**config.mk**
```make
export PLATFORM = sky130hd
export DESIGN_NAME = sig_ethernet_rx_packer
export DESIGN_NICKNAME = d
export VERILOG_FILES = /design/src/rtl/sig_ethernet_rx_packer_pkg.sv /design/src/rtl/sig_ethernet_rx_packer_word_reg.sv /design/src/rtl/sig_ethernet_rx_packer.sv
export SDC_FILE = /design/constraint.sdc
export NUM_CORES = 1
export LEC_CHECK = 0
export CAP_MARGIN = 20
export CORE_MARGIN = 1.5
export CORE_UTILIZATION = 45
export CTS_BUF_LIST = sky130_fd_sc_hd__clkbuf_4
export CTS_CLUSTER_SIZE = 8
export DETAILED_ROUTE_END_ITERATION = 12
export PLACE_DENSITY = 0.67
export SETUP_SLACK_MARGIN = 0.1
export SKIP_CTS_REPAIR_TIMING = 1
export SKIP_LAST_GASP = 1
export SLEW_MARGIN = 20
export SYNTH_ARGS = -nofsm -noshare
export SYNTH_HDL_FRONTEND = slang
export SYNTH_HIERARCHICAL = 1
export SYNTH_SLANG_ARGS = --single-unit
```
**constraint.sdc**
```tcl
create_clock -name clk -period 3.5 [get_ports clk]
set_clock_uncertainty 0.05 [all_clocks]
set_input_delay 0.875 -clock clk [delete_from_list [all_inputs] [get_ports clk]]
set_output_delay 0.875 -clock clk [all_outputs]
set_load 0.05 [all_outputs]
```
**src/rtl/sig_ethernet_rx_packer_pkg.sv**
```systemverilog
// Shared ethernet definitions: packer state encoding, counter widths and a
// saturating length increment.
package sig_ethernet_rx_packer_pkg;

  localparam int LANE_W = 2;
  localparam int LEN_W  = 16;

  localparam logic [LANE_W-1:0] LANE_LAST = '1;
  localparam logic [LEN_W-1:0]  LEN_MAX   = '1;

  typedef enum logic [1:0] {
    ST_IDLE  = 2'd0,
    ST_PACK  = 2'd1,
    ST_FLUSH = 2'd2,
    ST_DROP  = 2'd3
  } state_t;

  // Frame lengths stick at all-ones instead of wrapping on jumbo garbage.
  function automatic logic [LEN_W-1:0] len_inc(input logic [LEN_W-1:0] len);
    return (len == LEN_MAX) ? len : len + LEN_W'(1);
  endfunction

endpackage

```
**src/rtl/sig_ethernet_rx_packer_word_reg.sv**
```systemverilog
// One-entry output register in front of the 32-bit FIFO write port.
// A load and a write may happen on the same edge; the load wins.
module sig_ethernet_word_reg (
  input  logic        clk,
  input  logic        rst_n,
  input  logic        load,
  input  logic [31:0] load_data,
  input  logic        fifo_wr_vld,
  output logic        full,
  output logic        fifo_wr_en,
  output logic [31:0] fifo_wr_data
);

  assign fifo_wr_en = full & fifo_wr_vld;

  // Hold one word until the FIFO takes it.
  always_ff @(posedge clk or negedge rst_n) begin
    if (!rst_n) begin
      full         <= 1'b0;
      fifo_wr_data <= '0;
    end else if (load) begin
      full         <= 1'b1;
      fifo_wr_data <= load_data;
    end else if (fifo_wr_en) begin
      full         <= 1'b0;
    end
  end

endmodule

```
**src/rtl/sig_ethernet_rx_packer.sv**
```systemverilog
// Ethernet RX byte stream to 32-bit MSB-first word packer with frame status.
//
// state    | meaning
// ---------+--------------------------------------------------------------
// ST_IDLE  | between frames; first valid byte starts a frame
// ST_PACK  | collecting bytes into words
// ST_FLUSH | last byte seen, waiting for the final word to reach the FIFO
// ST_DROP  | frame is bad (overflow or too long); discard until in_last
module sig_ethernet_rx_packer
  import sig_ethernet_rx_packer_pkg::*;
#(
  parameter int unsigned MAX_LEN = 1518
) (
  input  logic             clk,
  input  logic             rst_n,
  input  logic [7:0]       in_data,
  input  logic             in_vld,
  input  logic             in_last,
  output logic             fifo_wr_en,
  output logic [31:0]      fifo_wr_data,
  input  logic             fifo_wr_vld,
  output logic             frame_done,
  output logic [LEN_W-1:0] frame_len,
  output logic             frame_err
);

  state_t            state;
  logic [LANE_W-1:0] cnt;
  logic [23:0]       acc;
  logic [LEN_W-1:0]  len_cnt;
  logic [LEN_W-1:0]  len_next;
  logic              err_cur;
  logic              err_nxt;
  logic              byte_ok;
  logic              word_done;
  logic              overflow;
  logic              too_long;
  logic              load;
  logic [31:0]       word_cur;
  logic              wr_full;

  // Merge the incoming byte into its lane and classify this cycle's byte.
  always_comb begin
    byte_ok  = in_vld && (state == ST_IDLE || state == ST_PACK);
    word_cur = {in_data, 24'd0};
    case (cnt)
      2'd1:    word_cur = {acc[23:16], in_data, 16'd0};
      2'd2:    word_cur = {acc[23:8], in_data, 8'd0};
      2'd3:    word_cur = {acc, in_data};
      default: word_cur = {in_data, 24'd0};
    endcase
    word_done = byte_ok && (cnt == LANE_LAST || in_last);
    // A held word that leaves on this edge frees the slot for the new one.
    overflow  = word_done && wr_full && !fifo_wr_en;
    len_next  = len_inc(len_cnt);
    too_long  = 32'(len_next) > MAX_LEN;
    load      = word_done && !overflow && !too_long;
  end

  sig_ethernet_word_reg u_word_reg (
    .clk          (clk),
    .rst_n        (rst_n),
    .load         (load),
    .load_data    (word_cur),
    .fifo_wr_vld  (fifo_wr_vld),
    .full         (wr_full),
    .fifo_wr_en   (fifo_wr_en),
    .fifo_wr_data (fifo_wr_data)
  );

  // Frame sequencing, lane/length counting and registered frame status.
  always_ff @(posedge clk or negedge rst_n) begin
    if (!rst_n) begin
      state      <= ST_IDLE;
      cnt        <= '0;
      acc        <= '0;
      len_cnt    <= '0;
      err_cur    <= 1'b0;
      err_nxt    <= 1'b0;
      frame_done <= 1'b0;
      frame_len  <= '0;
      frame_err  <= 1'b0;
    end else begin
      frame_done <= 1'b0;
      case (state)
        ST_IDLE, ST_PACK: begin
          if (in_vld) begin
            len_cnt <= len_next;
            if (word_done) begin
              cnt <= '0;
              acc <= '0;
            end else begin
              cnt <= cnt + LANE_W'(1);
              acc <= word_cur[31:8];
            end
            if (overflow || too_long) begin
              if (in_last) begin
                // Bad frame ends on this byte: report straight away.
                state      <= ST_IDLE;
                frame_done <= 1'b1;
                frame_len  <= len_next;
                frame_err  <= 1'b1;
                len_cnt    <= '0;
                err_cur    <= 1'b0;
              end else begin
                state   <= ST_DROP;
                err_cur <= 1'b1;
              end
            end else if (in_last) begin
              state <= ST_FLUSH;
            end else begin
              state <= ST_PACK;
            end
          end
        end
        ST_FLUSH: begin
          // Bytes here belong to no frame but taint the next one.
          if (in_vld) err_nxt <= 1'b1;
          if (fifo_wr_en) begin
            state      <= ST_IDLE;
            frame_done <= 1'b1;
            frame_len  <= len_cnt;
            frame_err  <= err_cur;
            len_cnt    <= '0;
            err_cur    <= err_nxt | in_vld;
            err_nxt    <= 1'b0;
          end
        end
        ST_DROP: begin
          if (in_vld) begin
            len_cnt <= len_next;
            if (in_last) begin
              state      <= ST_IDLE;
              frame_done <= 1'b1;
              frame_len  <= len_next;
              frame_err  <= 1'b1;
              len_cnt    <= '0;
              err_cur    <= 1'b0;
              cnt        <= '0;
              acc        <= '0;
            end
          end
        end
        default: state <= ST_IDLE;
      endcase
    end
  end

endmodule

```
==> run_1/pdn.png <==
Bar = 20 um. Pins as bars on the die edge.
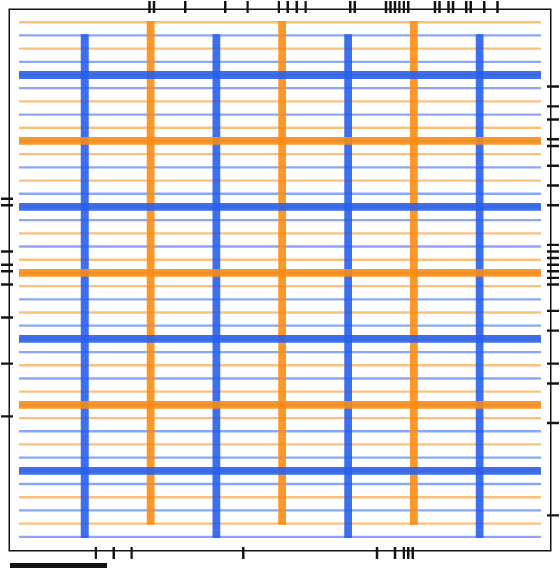
colour	net
blue	VSS
orange	VDD
met4 straps	7
signal pins	64
met1 rails	40
rows	39
Die W: 111 um
Die Ht: 111 um
Max VDD drop: 0.208 mV
Core Area: 0.0114 mm^2

==> run_1/cell_classes.png <==
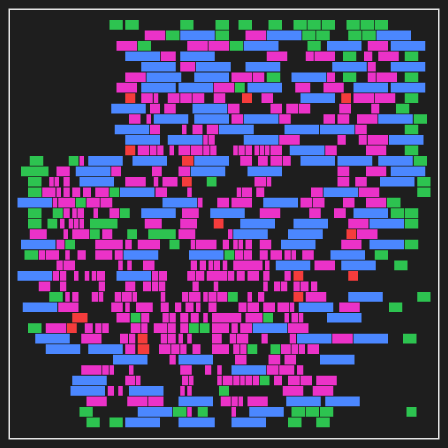
colour	class	cells	share of their area
green	other buffers and delay cells	88	14%
red	clock drivers and dummy loads	15	2.0%
magenta	all other logic	337	44%
blue	flip-flops	97	40%
row count: 39
final core occ: 54.4%
cell area after layout: 0.00621 mm^2

==> flow_summary.yaml, run 1 <==
# yosys + openroad results
status:
  outcome: "complete, no violations"
pwr:
  pg_seq_mw: 1.12
  power_mw: 1.77
  switching_share_pct: 26.4
  p_comb_share_pct: 4.6
  p_clk_mw: 0.564
  p_switching_mw: 0.467
global_route:
  grt_max_degree: 57
  use_met1_pct: 29.1
  use_met2_pct: 30.3
  grt_pass1_vias: 3972
  use_met3_pct: 5.41
  gr-usage-all-layers_pct: 20.4
  antenna_found_initial: 0
  overflow: 0
route:
  wl_met2_um: 5390
  drt_iter0_markers: 338
  vias_per_cell: 5.89
  drcViolationCount: 0
  postRouteAntennaNets: 0
  routed-wl-met3_um: 717
  drtPass1Iterations: 5
  wirelength_met1_um: 5780
place:
  dp_hpwl_um: 8330
  numPortBuffers: 63
synth:
  ys_chip_area_mm2: 0.00528
  yosysSeqAreaShare_pct: 46.0
  syn-num-nets: 492
  synthTopCellsByCount: "97 x dfrtp_1, 44 x mux2_4, 40 x a22o_1, 40 x nand2_1, 26 x o21ai_0"
  yosysTopAreaCell: "dfrtp_1"
  ys_ff: 97
  yosys_warnings: 6
  synth-edff-count: 0
  flop_cell: "dfrtp_1"
  synthArstFlopShare_pct: 100
  topCellsByArea: "dfrtp_1 46%, mux2_4 13%, a22o_1 6.6%"
  top_logic_kind: "AND-OR/OR-AND gates"
  syn_area_mm2: 0.00528
  synthSimpleGateAreaFrac_pct: 13.6
  aoi_share_pct: 17.5
  synth_cell_types: 62
  most_common_cell: "dfrtp_1"
  yosys.area_share.adder_pct: 1.90
  avgSynthCellArea_um2: 11.2
finish:
  drive_gt1_share_pct: 20.9
  diodes: 0
  layout.cells.non_filler: 680
  nets: 554
  buffers_excl_clock: 88
  nFillCells: 1003
  nClkBuffers: 9
  seq_area_share_pct: 39.1
  inverters_excl_clock: 8
  bufAreaShareNonClock_pct: 13.7
  nFlopsAndLatches: 97
  final_cell_mix: "96 x dfrtp_1, 61 x clkdlybuf4s50_1, 44 x mux2_4"
  seq_area_mm2: 0.00243
  reg.largest.list: "u_word_reg/fifo_wr_data x32, acc x24"
sta:
  worst_pin_slew_ps: 874
  timing.setup.tns_ps: 0
  relSlewSlack_pct: 41.6
  max_freq_ghz: 0.309
  fin_crit_sh_pct: 92.4
  rsz0062_at_grt: "no"
  setup_slack_ps: 267
  hold_viol: 0
  maxSlewViolCount: 0
setup_path:
  r2r-start: "len_cnt[1]"
  cp-start-kind: "register"
  cp.buffers_inverters: 1
  max_stage_delay_ps: 510
  cp.depth: 9
  cp_top_family: "simple AND/OR/NAND/NOR gates"
  r2r_slack_ps: 270
  worst-path-max-fanout: 33
  r2r_cells: 9
  crit_chain: "ha_1 -> nand4_2 -> o21ai_0 -> nor3b_2 -> a2bb2oi_2 -> a21o_1 -> nor3_2 -> buf_12 -> mux2_2"
  cp-endpoint: "u_word_reg/fifo_wr_data[31]"
  crit_arrival_ps: 3550
floorplanning:
  fp_util_pct: 46.2
  taps: 143
  chip_area_mm2: 0.0124
  pin_count: 64
cts:
  clock_path_buffers: 2
  cts-htree-levels: 3
  cts_sinks: 97
  clk_pin_slew_ps: 160
worst_hold_path:
  hold_class: "in -> async"
job:
  max-cap-violations: 0
  warning_count: 31
==> run_1/clock_map.png <==
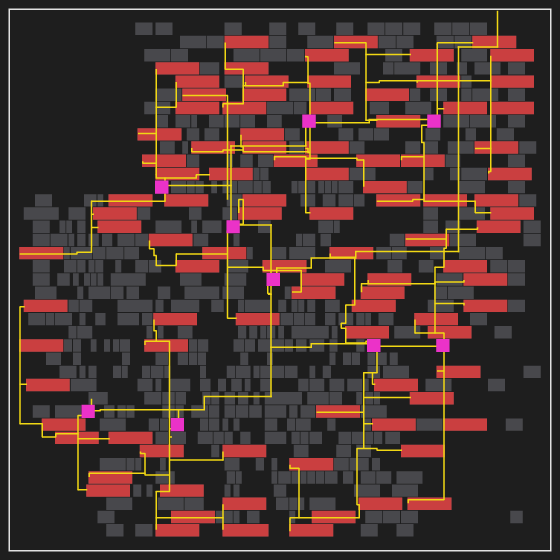
[yellow] clock wires | length: 1240 um
[magenta] cells driving clock nets | count: 9
[red] flip-flops | count: 97
routed clock nets	10
flops lie	widely spread
clk latency late pin: 470 ps
Clock Power Share: 31.8%

==> run_1/metal_stack.png <==
Bar = 20 um.
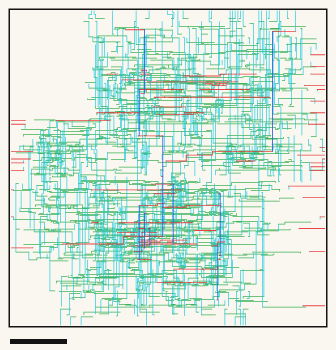

==> run 2, diff against run 1 <==
--- a/config.mk
+++ b/config.mk
@@ -12,4 +12,5 @@
 export CTS_CLUSTER_SIZE = 8
 export DETAILED_ROUTE_END_ITERATION = 12
+export GPL_TIMING_DRIVEN = 0
 export PLACE_DENSITY = 0.67
 export SETUP_SLACK_MARGIN = 0.1
==> constraint.sdc (replaced) <==
create_clock -name clk -period 3.5 [get_ports clk]
set_clock_uncertainty 0.05 [all_clocks]
set_input_delay 0.7 -clock clk [delete_from_list [all_inputs] [get_ports clk]]
set_output_delay 0.7 -clock clk [all_outputs]
set_load 0.05 [all_outputs]
==> run_2/metal_stack.png <==
Bar = 20 um.
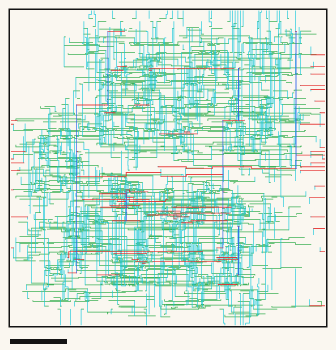
colour	layer	wire length
cyan	met2	5820 um
red	met3	623 um
blue	met4	224 um
green	met1	6480 um
via count: 4080
WL final: 13200 um
GR Util All Layers: 22.0%

==> run_2/pdn.png <==
Bar = 20 um. Pins as bars on the die edge.
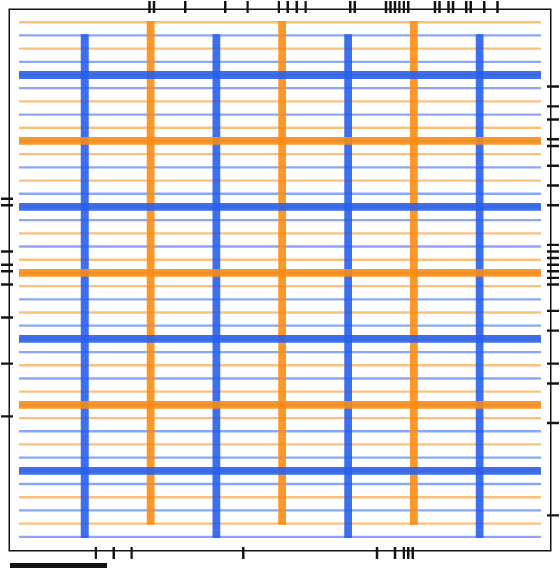
colour	net
blue	VSS
orange	VDD
rows	39
met1 rails	40
Max VDD drop: 0.174 mV

==> run_2/cell_classes.png <==
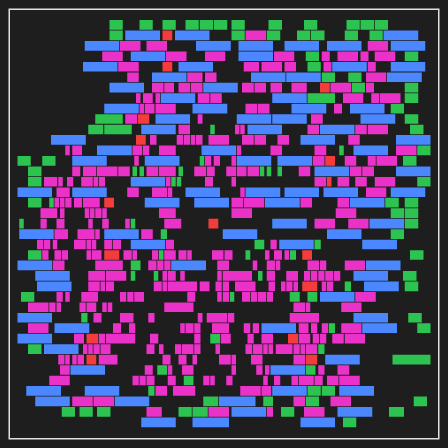
colour	class	cells	share of their area
red	clock drivers and dummy loads	16	2.1%
magenta	all other logic	337	43%
blue	flip-flops	97	39%
green	other buffers and delay cells	107	15%
final core occ: 55.5%
cell area after layout: 0.00634 mm^2
register share of the cell area: 38.3%

==> run 2 against run 1 <==
Compared with the run above: combinational power grew 2%; utilization grew 1.2 points; sequential cell count is the same; die size is the same; clock power grew 6.4%; final area grew 2.2%; worst hold slack gained 89 ps; sequential power is essentially flat; via count grew 1.8%; fmax grew 0.36%; highest routed layer unchanged.
==> flow_summary.yaml, run 2 <==
# yosys + openroad results
global_route:
  use_met3_pct: 4.05
  use_met1_pct: 33.2
  antenna_found_initial: 0
  grt_max_degree: 75
route:
  vias_per_cell: 5.83
  drtPass1Iterations: 5
  wirelength_met1_um: 6480
  routed-wl-met3_um: 622
floorplanning:
  row_count: 39
  fp_util_pct: 46.2
  taps: 143
  core_area_mm2: 0.0114
  die_h_um: 111
  dieWidth_um: 111
setup_path:
  cp_top_family: "AND-OR/OR-AND gates"
  r2r_slack_ps: 280
  cp.depth: 12
  cp-endpoint: "frame_len[11]"
  r2r-start: "len_cnt[1]"
pwr:
  p_clk_mw: 0.600
  p_comb_share_pct: 4.6
  switching_share_pct: 27.4
  p_switching_mw: 0.495
finish:
  diodes: 0
  nFillCells: 1011
  layout.cells.non_filler: 700
  nClkBuffers: 9
  bufAreaShareNonClock_pct: 14.8
  seq_area_mm2: 0.00243
  buffers_excl_clock: 107
  drive_gt1_share_pct: 20.5
synth:
  ys_chip_area_mm2: 0.00528
  ys_ff: 97
  yosysTopAreaCell: "dfrtp_1"
  yosysSeqAreaShare_pct: 46.0
  synthTopCellsByCount: "97 x dfrtp_1, 44 x mux2_4, 40 x a22o_1, 40 x nand2_1, 26 x o21ai_0"
  top_logic_kind: "AND-OR/OR-AND gates"
  syn_area_mm2: 0.00528
  yosys.area_share.adder_pct: 1.90
status:
  outcome: "complete, no violations"
place:
  numPortBuffers: 62
  dp_hpwl_um: 9140
sta:
  worst_pin_slew_ps: 941
  fin_crit_sh_pct: 92.0
  rsz0062_at_grt: "yes"
cts:
  clk_pin_slew_ps: 160
==> run_2/final_congestion.png <==
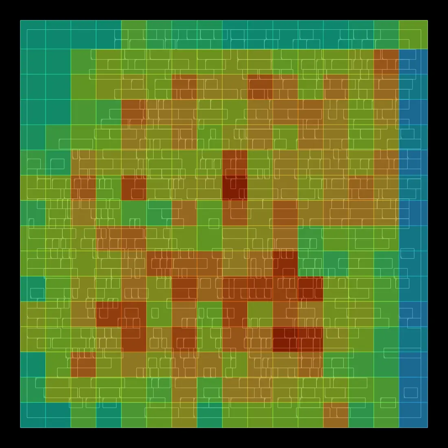

==> run 3, diff against run 2 <==
Settings changed: CAP_MARGIN 20 to 30.
==> run_3/final_congestion.png <==
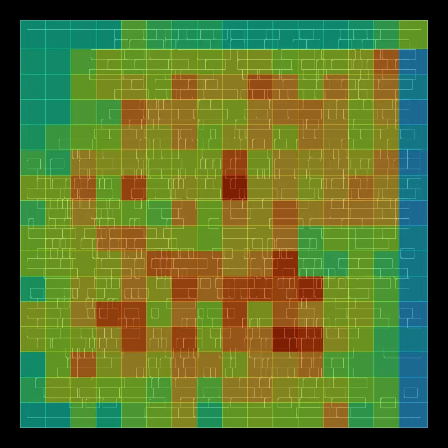
final core occ: 55.6%
Most Used Layer, Global Route: met1
routing usage on met2: 31.4%
wire per inst: 18.7 um

==> run_3/metal_stack.png <==
Bar = 20 um.
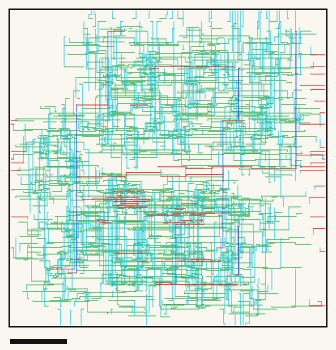
colour	layer	wire length
blue	met4	235 um
cyan	met2	5810 um
red	met3	553 um
green	met1	6530 um
WL final: 13100 um
via count: 4109

==> run_3/cell_classes.png <==
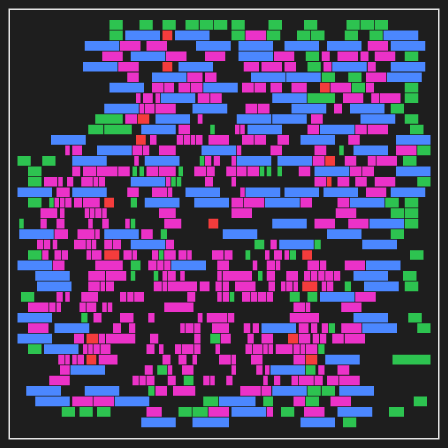
colour	class	cells	share of their area
green	other buffers and delay cells	108	15%
magenta	all other logic	337	43%
red	clock drivers and dummy loads	16	2.1%
blue	flip-flops	97	39%
cell area after layout: 0.00635 mm^2
register share of the cell area: 38.3%

==> run 3 against run 2 <==
Compared with the run above: first-iteration DRC count down 7.5%; global-route usage unchanged; total power down 0.31%; synthesized cell count unchanged; critical path depth unchanged; fmax about the same; area after synthesis unchanged; utilization about the same; clock power down 1%; combinational power about the same; register-to-register slack about the same; critical path type unchanged; critical endpoint unchanged; largest power group unchanged.
==> flow_summary.yaml, run 3 <==
# yosys + openroad results
finish:
  final_cell_mix: "95 x dfrtp_1, 61 x clkdlybuf4s50_1, 44 x mux2_4"
  layout.cells.non_filler: 701
  nFlopsAndLatches: 97
  nFillCells: 1011
  inverters_excl_clock: 8
  reg.largest.list: "u_word_reg/fifo_wr_data x32, acc x24"
synth:
  most_common_cell: "dfrtp_1"
  syn_area_mm2: 0.00528
  yosys_warnings: 6
  ys_chip_area_mm2: 0.00528
  avgSynthCellArea_um2: 11.2
  topCellsByArea: "dfrtp_1 46%, mux2_4 13%, a22o_1 6.6%"
  synth_cell_types: 62
  flop_cell: "dfrtp_1"
sta:
  hold_viol: 0
  worst_pin_slew_ps: 700
  timing.setup.tns_ps: 0
floorplanning:
  fp_util_pct: 46.2
  chip_area_mm2: 0.0124
  taps: 143
  die_h_um: 111
job:
  warning_count: 32
global_route:
  use_met3_pct: 4.05
pwr:
  p_clk_mw: 0.594
  p_switching_mw: 0.489
  pg_seq_mw: 1.12
route:
  postRouteAntennaNets: 0
  vias_per_cell: 5.86
cts:
  clock_path_buffers: 2
  cts-htree-levels: 3
  clk_pin_slew_ps: 160
setup_path:
  worst-path-max-fanout: 10
  cp.buffers_inverters: 3
  r2r-start: "len_cnt[1]"
place:
  dp_hpwl_um: 9140
status:
  outcome: "complete, no violations"
Power figures rest on the tool's default switching activity, not on a simulated workload.
